Design bas_search_nd, sky130hd; sources not shown.
Sequential cells grouped by signal name:
Other sequential cells in the stronger gray, the rest of the logic in the fainter gray.
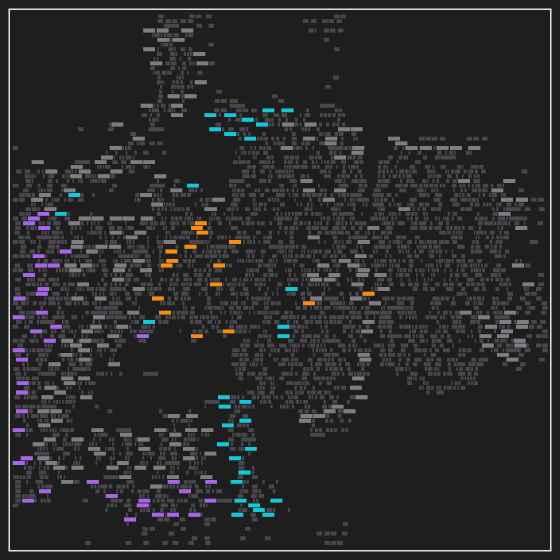
color	signal	flops
purple	`o_best_fit`	40
orange	`r_delta`	16
cyan	`o_best_point`	32
not colored	203
sequential share of cell area: 20.1%
seq pwr: 2020 uW
post-layout util: 30.4%
sequential cell area in the final layout: 0.00583 mm^2

The metal 1 layer:
Supply wires on this layer in gray.
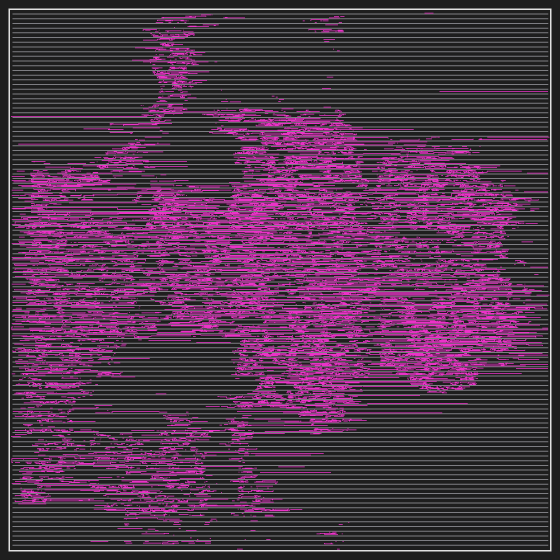
main direction	horizontal
wire length on this layer	40.6 mm
share of all routed wire	45%
total number of vias: 24100
total detailed-routing wirelength: 89400 um

==> run notes <==
Summary of the current implementation state.

- The detailed router reports a met3 wire length of roughly 7000 um.
- The overall die width is 312 um, for reference.
- The worst relative slew slack is 26.6%, for reference.
- Global routing finished with a remaining overflow of 0.
- The cell with the most instances after synthesis is sky130_fd_sc_hd__a21oi_1, for reference.
- The worst setup timing slack at the placement stage is around 1.1 ns, for reference.
- Measured along the y axis, the die boundary spans roughly 310 um.
- The total area of multi-input combinational cells is 0.0170 mm^2, for reference.
- The post-CTS resize count is 0, for reference.
- The most common cell after layout, fill and taps aside is sky130_fd_sc_hd__a21oi_1, for reference.
- The H-tree was split into 2 levels.
- The final RePlAce weighted congestion is approximately 0.95, for reference.
- After filler insertion, the fill cell instance count of the layout stands at 10300.
- The final setup TNS is 0 ns, for reference.
- The worst setup path is captured at a flip-flop.
- After clock tree synthesis, the flow added hold-fix buffers numbering 0.
- After synthesis, the most frequently instantiated cells are sky130_fd_sc_hd__a21oi_1 (399), sky130_fd_sc_hd__nand2_1 (366), sky130_fd_sc_hd__dfxtp_1 (291).
- The floorplan step defined a die boundary enclosing approximately 0.098 mm^2.
- Setup repair after global routing left no endpoint under its margin.
- The first global-routing pass estimated approximately 130000 um of wire.
- Based on the critical path, the design can be clocked at up to 185 MHz.
- The script logs the mean routed wire length per placed instance as ~19 um.
- Between clock sinks in the finished design, the worst skew comes to 0.0330 ns.
- At floorplan, the net count of the design was reported as 3573.
- The pre-antenna-repair detailed-routing pass consisted of 7 iterations.
- The data required time at the worst endpoint is roughly 6.8 ns, for reference.
- The routed design uses 39500 um of met2 wire.
- The area growth from synthesis to layout is 20.1%, for reference.
- The share of the core filled by cells before placement is 25.3%, for reference.
- The dominant cell type by area after synthesis is sky130_fd_sc_hd__dfxtp_1, for reference.
- The STA report counts the stages on the worst setup path as 16.
- The post-route cell area is between 0.02 and 0.03 mm^2, for reference.
- The synthesized netlist cell count is 3219, for reference.
- By instance count, the cell type seen most on the critical path is sky130_fd_sc_hd__or3_1.
- Global routing consumed, over all layers together, 17.6% of the routing resources.
- Per the post-synthesis stats, the area per cell is 7.48 um^2.
- For this run, the chip area from Yosys synthesis comes to 0.0241 mm^2.
- The count of input and output buffers is 233, for reference.
- The transition time recorded at the tightest slew-check pin is 1.10 ns.
- The cell sequence reported for the critical path is or3_4 -> or4_4 -> or3_1 -> or3_1 -> nor3_1 -> nor2_1 -> xor2_1 -> ha_1 -> and3_1 -> and3_1 -> or3_1 -> o211ai_1 -> and2_1 -> o31ai_2 -> a21oi_1 -> a311oi_1.
- The critical path in this run is classified as flip-flop to flip-flop.
- After layout, the design draws a total of ~5900 uW.
- The post-synthesis instance area is 0.0241 mm^2, for reference.
- Per the post-run analysis, buffers plus inverters along the critical path come to 0.
- The count of yosys warnings during synthesis is 0, for reference.
- The total setup buffers inserted after CTS is 0, for reference.
- The standard cell core area is 0.0953 mm^2, for reference.
- met2 is the most crowded layer.
- The final count of pins violating max slew is 0, for reference.
- The final cell count without fillers is between 4000 and 5000, for reference.
- The top routing layer in use is met5, for reference.
- In this run, distinct cell masters in the synthesized netlist total 91.
- Clock latency on the worst-skew pair, taken at its later pin, is ~0.59 ns.
- The cell area after placement is between 0.02 and 0.03 mm^2, for reference.
- The path category of the worst min-delay check is flip-flop to flip-flop, for reference.
- The timing report attributes the biggest portion of critical-path delay to simple AND/OR/NAND/NOR gates.
- The most used flip-flop cell after synthesis is sky130_fd_sc_hd__dfxtp_1.
- The share of the yosys chip area belonging to registers is around 24%, for reference.
- The met1 wire length is about 40000 um, for reference.
- The smallest clock period supported by the final layout is computed as about 5.4 ns.
- The worst-case hold slack is 0.453 ns, for reference.
- The violation tally recorded at the end of detailed-routing iteration 0 is 2098.
- Clock tree synthesis selected as its root buffer the cell sky130_fd_sc_hd__clkbuf_16.
- Clock tree synthesis inserted a total of 39 buffers.
- CTS reports a maximum clock tree buffer depth of 3.
- In this run the count of I/O pins placed on the die edge is 234.
- The run finished with clean final reports.
- Per the final timing report, the hold violations number 0.
- Yosys reported that registers with async set or reset make up 0%.
- The clock transition time at the flip-flop clock pins of the worst setup and hold paths is 0.06 ns, for reference.
- The net count reported at finish is roughly 3700, for reference.
- The library cell contributing the largest single delay on the critical path is sky130_fd_sc_hd__a21oi_1, for reference.
- The worst hold path was traced through 2 stages.
- The met2 routing resource usage after global routing is 27.9%, for reference.
- The met1 routing resource usage after global routing is 24.1%, for reference.
- The final routed DRC violation total is 0, for reference.
- The post-layout period usage of the worst path is 84.6%, for reference.
- Setup slack on the worst reg-to-reg path comes out at 0.99 ns.
- Max-cap violations in this run came to 0.
- The biggest cell delay along the critical path is about 0.71 ns, for reference.
- The post-route netlist has 4.56% of its cells at a drive strength greater than 1.
- The worst-path maximum fanout is 12, for reference.
- The number of cells reported by Yosys stat comes to 3219.
- Sorting the synthesized cells by area gives the leading types as sky130_fd_sc_hd__dfxtp_1 (24%), sky130_fd_sc_hd__ha_1 (12%), sky130_fd_sc_hd__a21oi_1 (8.3%).
- The post-synth register bit count is 291.
- Across all setup checks in the final design, the least slack found is 0.987 ns.
- The post-DP HPWL is 67900 um, for reference.
- The stage logs contain a warning count of 30.
- The cell row count is 113, for reference.
- TritonCTS built the clock tree.
- Entering global routing, the biggest net connects approximately 150 pins.
- Global routing used 3.47% of the available met3 tracks.
- The number of enable-type register cells in the synthesized netlist is 0, for reference.
- The number of vias per cell is 5.18, for reference.
- The nature of the critical path startpoint is a flip-flop, for reference.
- Summed over its instances, the top area cell type makes up 24.2% of the synthesized netlist area.
- The total leakage power is 0.0113 uW, for reference.
- The residual antenna-violating net count after detailed routing is 0, for reference.
- Leaving out fill and tap cells, the most frequent cells in the layout are sky130_fd_sc_hd__a21oi_1 (399), sky130_fd_sc_hd__nand2_1 (366), sky130_fd_sc_hd__dfxtp_1 (289).
- The largest vdd supply drop is 152 uV, for reference.
- The number of global-route vias before repair was 22400.
- The post-placement cell count is 4576, for reference.
- The number of antenna violations at the first check in global routing is 10.
- The TritonCTS sink count is 291, for reference.
- The count of final setup violators is 0, for reference.
- Counting cells, the worst reg-to-reg path comes to 16.
- The critical path data arrival time is ~5.8 ns, for reference.
- The total power per unit cell area is 206 mW/mm^2, for reference.
[report_power, final]
part / switching (uW) / total [uW] / internal, uW
combinational: 1030 / 1730 / 698
clock: 933 / 2200 / 1270
sequential: 115 / 2020 / 1900
total: 2080 / 5950 / 3870
[logic make-up after synthesis]
family	after synthesis	share of synthesized area, %
AOI/OAI and AO/OA	1014	27.1
xor gates and xnor gates	238	8.68
adders and majority gates	236	12.5
buffers and inverters	330	5.35
DFF	291	24.2
muxes	37	1.59
and+or+nand+nor	1073	20.6
[final cells by class]
cell class	count	share of cell area (%)
multi-input combinational	2598	58.8
inverter	149	1.93
tap	1265	5.47
timing repair buffer	273	9.20
antenna	3	0.0260
clock buffer	54	3.85
clock inverter	15	0.536
sequential	291	20.1
Power figures rest on the tool's default switching activity, not on a simulated workload.
